$ cat src/rtl/dbg_apb_pkg.sv
// Shared types for the debug APB master: response codes, FSM states and the
// one-hot slave-select helper used by the address decoder.
package dbg_apb_pkg;

    localparam int MAX_SLAVES = 16;

    typedef enum logic [1:0] {
        OKAY    = 2'd0,
        TIMEOUT = 2'd1,
        DECERR  = 2'd2
    } resp_e;

    typedef enum logic [1:0] {
        IDLE   = 2'd0,
        SETUP  = 2'd1,
        ACCESS = 2'd2,
        RESP   = 2'd3
    } state_e;

    // Indices at or beyond n yield an all-zero select.
    function automatic logic [MAX_SLAVES-1:0] onehot_sel(input logic [3:0] idx, input int n);
        logic [MAX_SLAVES-1:0] v;
        v = '0;
        if (int'(idx) < n) v[idx] = 1'b1;
        return v;
    endfunction

endpackage

$ cat src/rtl/dbg_apb_decode.sv
// Combinational APB address decoder: slave index field -> one-hot select and
// decode-error flag. Kept separate so other bus masters can share it.
module dbg_apb_decode
    import dbg_apb_pkg::*;
#(
    parameter int ADDR_WIDTH  = 32,
    parameter int NR_SLAVES   = 4,
    parameter int SLAVE_SHIFT = 12
) (
    input  logic [ADDR_WIDTH-1:0] i_addr,
    output logic [NR_SLAVES-1:0]  o_sel,
    output logic                  o_dec_err
);

    localparam int SIDX_W = (NR_SLAVES > 1) ? $clog2(NR_SLAVES) : 1;

    logic [SIDX_W-1:0]     w_idx;
    logic [MAX_SLAVES-1:0] w_hot;
    logic                  w_unused_bits;

    assign w_idx     = i_addr[SLAVE_SHIFT +: SIDX_W];
    assign w_hot     = onehot_sel(4'(w_idx), NR_SLAVES);
    assign o_sel     = w_hot[NR_SLAVES-1:0];
    assign o_dec_err = (32'(w_idx) >= NR_SLAVES);

    // Only the index field and the low select bits matter; fold the rest away.
    assign w_unused_bits = ^{i_addr, w_hot};

endmodule

$ cat src/rtl/dbg_apb_master.sv
// APB master bridging JTAG debug TAP transactions onto the debug APB bus:
// request capture, address decode, SETUP/ACCESS sequencing with timeout, response.
module dbg_apb_master
    import dbg_apb_pkg::*;
#(
    parameter int ADDR_WIDTH  = 32,
    parameter int DATA_WIDTH  = 32,
    parameter int NR_SLAVES   = 4,
    parameter int SLAVE_SHIFT = 12,
    parameter int TIMEOUT     = 255
) (
    input  logic                    clk,
    input  logic                    rst_n,

    input  logic                    req_valid,
    output logic                    req_ready,
    input  logic                    req_write,
    input  logic [ADDR_WIDTH-1:0]   req_addr,
    input  logic [DATA_WIDTH-1:0]   req_wdata,
    input  logic [DATA_WIDTH/8-1:0] req_wstrb,

    output logic                    rsp_valid,
    input  logic                    rsp_ready,
    output logic [DATA_WIDTH-1:0]   rsp_rdata,
    output resp_e                   rsp_code,

    output logic [ADDR_WIDTH-1:0]   apb_addr,
    output logic [NR_SLAVES-1:0]    apb_sel,
    output logic                    apb_write,
    output logic [DATA_WIDTH-1:0]   apb_wdata,
    output logic [DATA_WIDTH/8-1:0] apb_wstrb,
    input  logic                    apb_enable,
    input  logic                    apb_ready,
    input  logic [DATA_WIDTH-1:0]   apb_rdata
);

    localparam int STRB_W = DATA_WIDTH / 8;
    localparam int CNT_W  = $clog2(TIMEOUT + 1);
    localparam logic [CNT_W-1:0] CNT_LAST = CNT_W'(TIMEOUT - 1);

    localparam logic [1:0] S_IDLE   = IDLE;
    localparam logic [1:0] S_SETUP  = SETUP;
    localparam logic [1:0] S_ACCESS = ACCESS;
    localparam logic [1:0] S_RESP   = RESP;

    logic [1:0]            r_state;
    logic [NR_SLAVES-1:0]  r_sel;
    logic [ADDR_WIDTH-1:0] r_addr;
    logic                  r_write;
    logic [DATA_WIDTH-1:0] r_wdata;
    logic [STRB_W-1:0]     r_wstrb;
    logic                  r_rsp_valid;
    logic [DATA_WIDTH-1:0] r_rdata;
    resp_e                 r_code;
    logic [CNT_W-1:0]      r_cnt;

    logic [NR_SLAVES-1:0]  w_dec_sel;
    logic                  w_dec_err;

    dbg_apb_decode #(
        .ADDR_WIDTH  (ADDR_WIDTH),
        .NR_SLAVES   (NR_SLAVES),
        .SLAVE_SHIFT (SLAVE_SHIFT)
    ) u_decode (
        .i_addr    (req_addr),
        .o_sel     (w_dec_sel),
        .o_dec_err (w_dec_err)
    );

    always_ff @(posedge clk) begin
        if (!rst_n) begin
            r_state     <= S_IDLE;
            r_sel       <= '0;
            r_addr      <= '0;
            r_write     <= 1'b0;
            r_wdata     <= '0;
            r_wstrb     <= '0;
            r_rsp_valid <= 1'b0;
            r_rdata     <= '0;
            r_code      <= OKAY;
            r_cnt       <= '0;
        end else begin
            case (r_state)
                S_IDLE: begin
                    if (req_valid) begin
                        r_addr  <= req_addr;
                        r_write <= req_write;
                        r_wdata <= req_wdata;
                        r_wstrb <= req_wstrb;
                        r_cnt   <= '0;
                        if (w_dec_err) begin
                            r_state     <= S_RESP;
                            r_rsp_valid <= 1'b1;
                            r_rdata     <= '0;
                            r_code      <= DECERR;
                        end else begin
                            r_state <= S_SETUP;
                            r_sel   <= w_dec_sel;
                        end
                    end
                end
                // The bus owns the ACCESS phase: only cycles with apb_enable count
                // toward the timeout, and a ready slave always beats the timeout.
                S_SETUP, S_ACCESS: begin
                    if (apb_enable) begin
                        if (apb_ready) begin
                            r_state     <= S_RESP;
                            r_sel       <= '0;
                            r_rsp_valid <= 1'b1;
                            r_rdata     <= r_write ? '0 : apb_rdata;
                            r_code      <= OKAY;
                        end else if (r_cnt == CNT_LAST) begin
                            r_state     <= S_RESP;
                            r_sel       <= '0;
                            r_rsp_valid <= 1'b1;
                            r_rdata     <= '0;
                            r_code      <= dbg_apb_pkg::TIMEOUT;
                        end else begin
                            r_state <= S_ACCESS;
                            r_cnt   <= r_cnt + 1'b1;
                        end
                    end
                end
                S_RESP: begin
                    if (rsp_ready) begin
                        r_state     <= S_IDLE;
                        r_rsp_valid <= 1'b0;
                    end
                end
                default: begin
                    r_state     <= S_IDLE;
                    r_sel       <= '0;
                    r_rsp_valid <= 1'b0;
                end
            endcase
        end
    end

    assign req_ready = (r_state == S_IDLE);
    assign rsp_valid = r_rsp_valid;
    assign rsp_rdata = r_rdata;
    assign rsp_code  = r_code;
    assign apb_addr  = r_addr;
    assign apb_sel   = r_sel;
    assign apb_write = r_write;
    assign apb_wdata = r_wdata;
    assign apb_wstrb = r_wstrb;

endmodule

$ cat config.mk
export PLATFORM = sky130hd
export DESIGN_NAME = dbg_apb_master
export DESIGN_NICKNAME = d
export VERILOG_FILES = /design/src/rtl/dbg_apb_pkg.sv /design/src/rtl/dbg_apb_decode.sv /design/src/rtl/dbg_apb_master.sv
export SDC_FILE = /design/constraint.sdc
export NUM_CORES = 1
export LEC_CHECK = 0
export ABC_CLOCK_PERIOD_IN_PS = 5500
export CAP_MARGIN = 25
export CELL_PAD_IN_SITES_DETAIL_PLACEMENT = 1
export CELL_PAD_IN_SITES_GLOBAL_PLACEMENT = 1
export CORE_AREA = 2 2 89 177
export CTS_CLUSTER_DIAMETER = 200
export CTS_CLUSTER_SIZE = 24
export DETAILED_ROUTE_END_ITERATION = 8
export DIE_AREA = 0 0 91 179
export PLACE_DENSITY = 0.82
export REMOVE_ABC_BUFFERS = 1
export SYNTH_ARGS = -nofsm -noshare
export SYNTH_HDL_FRONTEND = slang
export SYNTH_SLANG_ARGS = --single-unit
$ cat constraint.sdc
create_clock -name clk -period 5.5 [get_ports clk]
set_clock_uncertainty 0.05 [all_clocks]
set_input_delay 0.825 -clock clk [delete_from_list [all_inputs] [get_ports clk]]
set_output_delay 0.825 -clock clk [all_outputs]
set_load 0.02 [all_outputs]
M2 wires:
Scale: 3 px per micron.
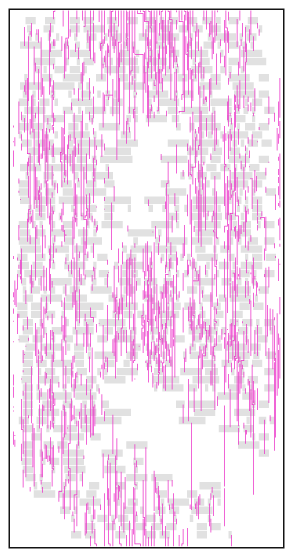
share of all routed wire: 49%
longest straight run: 43.2 microns
nets with wire on the layer: 764

Wiring by layer:
Scale: 3 px per micron. Two of the layers only.
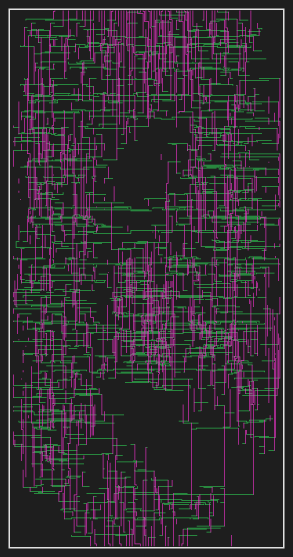
legend:
  green:
    layer: M1
    wire_length: 5,990 microns
  magenta:
    layer: M2
    wire_length: 7,220 microns
Via Count: 4,551
drt total wl: 14.8 mm
WL per Instance: 15.4 microns
total track usage: 0.176

Zoomed window:
Window x 26 to 66, y 70 to 110 microns. Cells in grey, sequential cells in the stronger grey; small squares are vias.
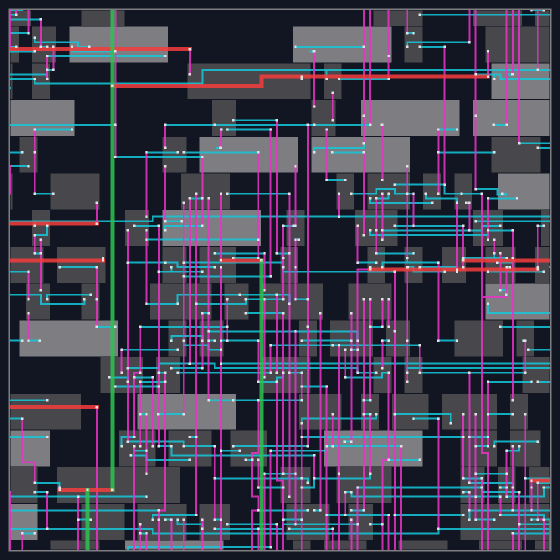
legend:
  red:
    layer: M3
  cyan:
    layer: M1
  green:
    layer: M4
  magenta:
    layer: M2
most frequent: nand2_1 (14), dfxtp_1 (14), a21oi_1 (6)
cells with their middle in the window: 89
netlist names of flops here include: `apb_sel` (4), `apb_wdata` (4), `r_cnt` (4)
sequential cells in the window: 14

==> impl_metrics.tcl <==
# yosys + openroad results
set metrics [dict create \
    avgSynthCellArea_sq_um 8.27 \
    maxSlewViolCount 0 \
    ff_type "dfxtp_1" \
    critPathLaunch "r_state[0]$_SDFFE_PN0P_" \
    coreArea_sq_um 15100 \
    combPwrFrac 0.328 \
    cap_viol_max_count 0 \
    io_pins 216 \
    yosysTopAreaCellShare 0.513 \
    cts_tree "done" \
    ys_cells 552 \
    criticalPathCategory "reg -> out" \
    holdCritStartpoint "apb_wdata[28]$_SDFFE_PN0P_" \
    viasPerCell 4.74 \
    critPathCapture "req_ready" \
    r2r_start "r_state[0]$_SDFFE_PN0P_" \
    ys_ff 117 \
    whs_path_depth 2 \
    drt_pre_antenna_iters 4 \
    reg2reg_slack_ns 3.18 \
    netlist_instances 552 \
    rr_endpoint "r_cnt[3]$_SDFFE_PN0P_" \
    synthTopCellsByArea "dfxtp_1 (51%), nand2_1 (18%), a21oi_1 (7.9%), mux2i_1 (7.5%), clkbuf_1 (2.1%)" \
    area_growth_pct 62.6 \
    vdd_drop_max_uv 227 \
    ys_seq_frac 0.513 \
    grt_max_degree 71 \
    cts_root_buf "clkbuf_16" \
    synth.distinct_cells 46 \
    ys_area_sq_um 4560 \
    hold_buffers 0 \
    min_period_over_period 0.484 \
    pwr-share-clk 0.349 \
    p_switching_w 0.00109 \
    antenna_cells 0 \
    postLayoutCellArea_sq_um 7420 \
    fin_nets 862 \
    cts_made_buffers 17 \
    report.final.setup_viol 0 \
    dp_slack_ns 2.79 \
    cp.required_ns 4.62 \
    p_per_area_nw_per_um2 436 \
    fin_crit_ns 2.66 \
    clockBufferDepth 2 \
    crit_fanout 7 \
    cp.arrival_ns 1.79 \
    yosysMostFrequentCell "nand2_1" \
    pwr-share-seq 0.322 \
    top_cells_by_count "nand2_1 (218), dfxtp_1 (117), a21oi_1 (72)" \
    tightest_slew_ns 0.731 \
    grt_overflow 0 \
    dp.cells 930 \
    switching_share 0.338 \
    fmax_mhz 375 \
    synth-async-reset-ratio 0 \
    tool_warnings 27 \
    h-tree-depth 4 \
    synth.cell_area_sq_um 4560 \
    intPower_w 0.00214 \
    clock_sinks 117 \
    crit_cells 3 \
    drcViolationCount 0 \
    hp-class "reg -> reg" \
    crit_family "buffers and inverters" \
    final_critical_path_setup_slack_ns 2.84 \
    dp_hpwl_mm 9.99 \
    place.gp.congestion 0.790 \
    top_area_cell "dfxtp_1" \
    antenna_found_initial 0 \
    ant_nets 0 \
    lay_top_cells "nand2_1 (217), clkdlybuf4s50_1 (213), dfxtp_1 (117), a21oi_1 (72), mux2i_1 (34)" \
    first_global_vias 4738 \
    dieArea_sq_um 16300 \
    r2r_cells 6 \
    worst-path-buf-inv 2 \
    place_area_sq_um 6820 \
    synth-edff-count 0 \
    p_leak_nw 2.70 \
    clkTransAtPathRegs_ns 0.06 \
    lay_top_count "nand2_1" \
    grt_pass1_wl_mm 23.4 \
    initCoreUtil 0.303 \
    critical-path-max-stage-delay_ns 0.67 \
    critPathCaptureType "primary output" \
    outcome "finished, final reports clean" \
    drive_above_1_share 0.0655 \
    whs_endpoint "apb_wdata[28]$_SDFFE_PN0P_" \
    rsz0062_at_grt "false" \
    final_cells 961 \
    path_cells "inv_1, ha_1, clkdlybuf4s50_1" \
    clk_latency_ns 0.40 \
    row_count 64 \
    post_cts_resized 0 \
    max_slew_margin 0.513 \
    yosys_warnings 0 \
    fin_tns_setup_ns 0 \
    cp_slowest_cell "clkdlybuf4s50_1" \
]
Cell outlines without signal wires:
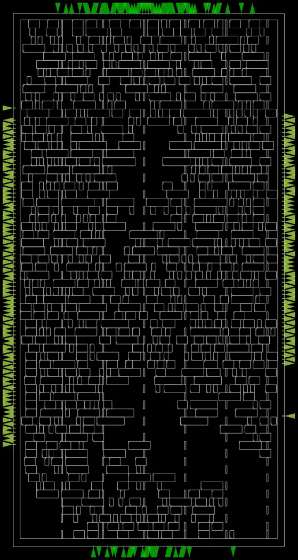
final core occ: 0.493
flop share of the area: 0.316
filler cell count: 1,796
Tapcells: 198

Ports around the boundary:
Scale: 3 px per micron. Pins as bars across the die edge, other pins in grey.
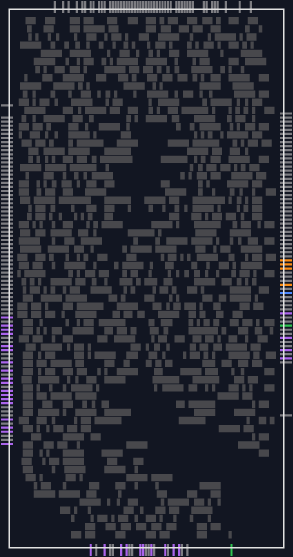
legend:
  blue:
    port: `rsp_ready`
    pins: 1
    direction: input
    edge: east
  purple:
    port: `apb_rdata`
    pins: 32
    direction: input
    edge: 18 west, 10 south, 4 east
  green:
    port: `rsp_code`
    pins: 2
    direction: output
    edge: 1 east, 1 south
  orange:
    port: `apb_sel`
    pins: 4
    direction: output
    edge: east
all pins by edge: 82 west, 63 east, 49 north, 22 south
Horiz. Die Dim: 91 microns
port buffer count: 214

-- per-stage QoR --
| stage | hold slack (ns) | utilization | total power (W) |
|---|---|---|---|
| 4_1_cts | 0.405 | 0.493 | 0.00328 |
| 3_3_place_gp | 0.391 | 0.453 | 0.00210 |
| 3_5_place_dp | 0.397 | 0.453 | 0.00213 |
| 6_report | 0.401 | 0.493 | 0.00323 |
| 5_1_grt | 0.422 | 0.493 | 0.00341 |
| 2_1_floorplan | 0.383 | - | 0.00164 |
-- cell type report --
| class | count | area, sq um | share of cell area |
|---|---|---|---|
| clock inverter | 14 | 178 | 0.0240 |
| clock buffer | 17 | 425 | 0.0573 |
| inverter | 8 | 30.0 | 0.00405 |
| timing repair buffer | 220 | 2180 | 0.294 |
| tap | 198 | 248 | 0.0334 |
| multi-input combinational | 387 | 2010 | 0.271 |
| sequential | 117 | 2340 | 0.316 |
-- power by group through the flow --
stage          combinational, W  clock, W  sequential, W
6_report                0.00106   0.00113        0.00104
5_1_grt                 0.00116   0.00120        0.00106
4_1_cts                 0.00108   0.00116        0.00104
3_5_place_dp            0.00107         0        0.00106
3_3_place_gp            0.00104         0        0.00105
2_1_floorplan          0.000442         0        0.00120
-- logic make-up (layout without fill, tap and decap cells) --
| group | count (synthesis) | after routing | synth area share |
|---|---|---|---|
| AOI/OAI and AO/OA | 98 | 98 | 0.130 |
| adders and majority gates | 4 | 4 | 0.0110 |
| buffers and inverters | 48 | 259 | 0.0480 |
| DFF | 117 | 117 | 0.513 |
| muxes | 34 | 34 | 0.0746 |
| other | 1 | 1 | 0.000822 |
| and+or+nand+nor | 250 | 250 | 0.223 |
-- routing by layer --
layer,vias to the layer above,GRT usage,wire length [microns]
met5,-,0,0
met1,2131,0.201,5990
li1,2226,-,-
met3,13,0.0757,1370
met4,0,0.0543,175
met2,181,0.298,7220
No activity file was given, so power comes from the tool's default toggle rates.
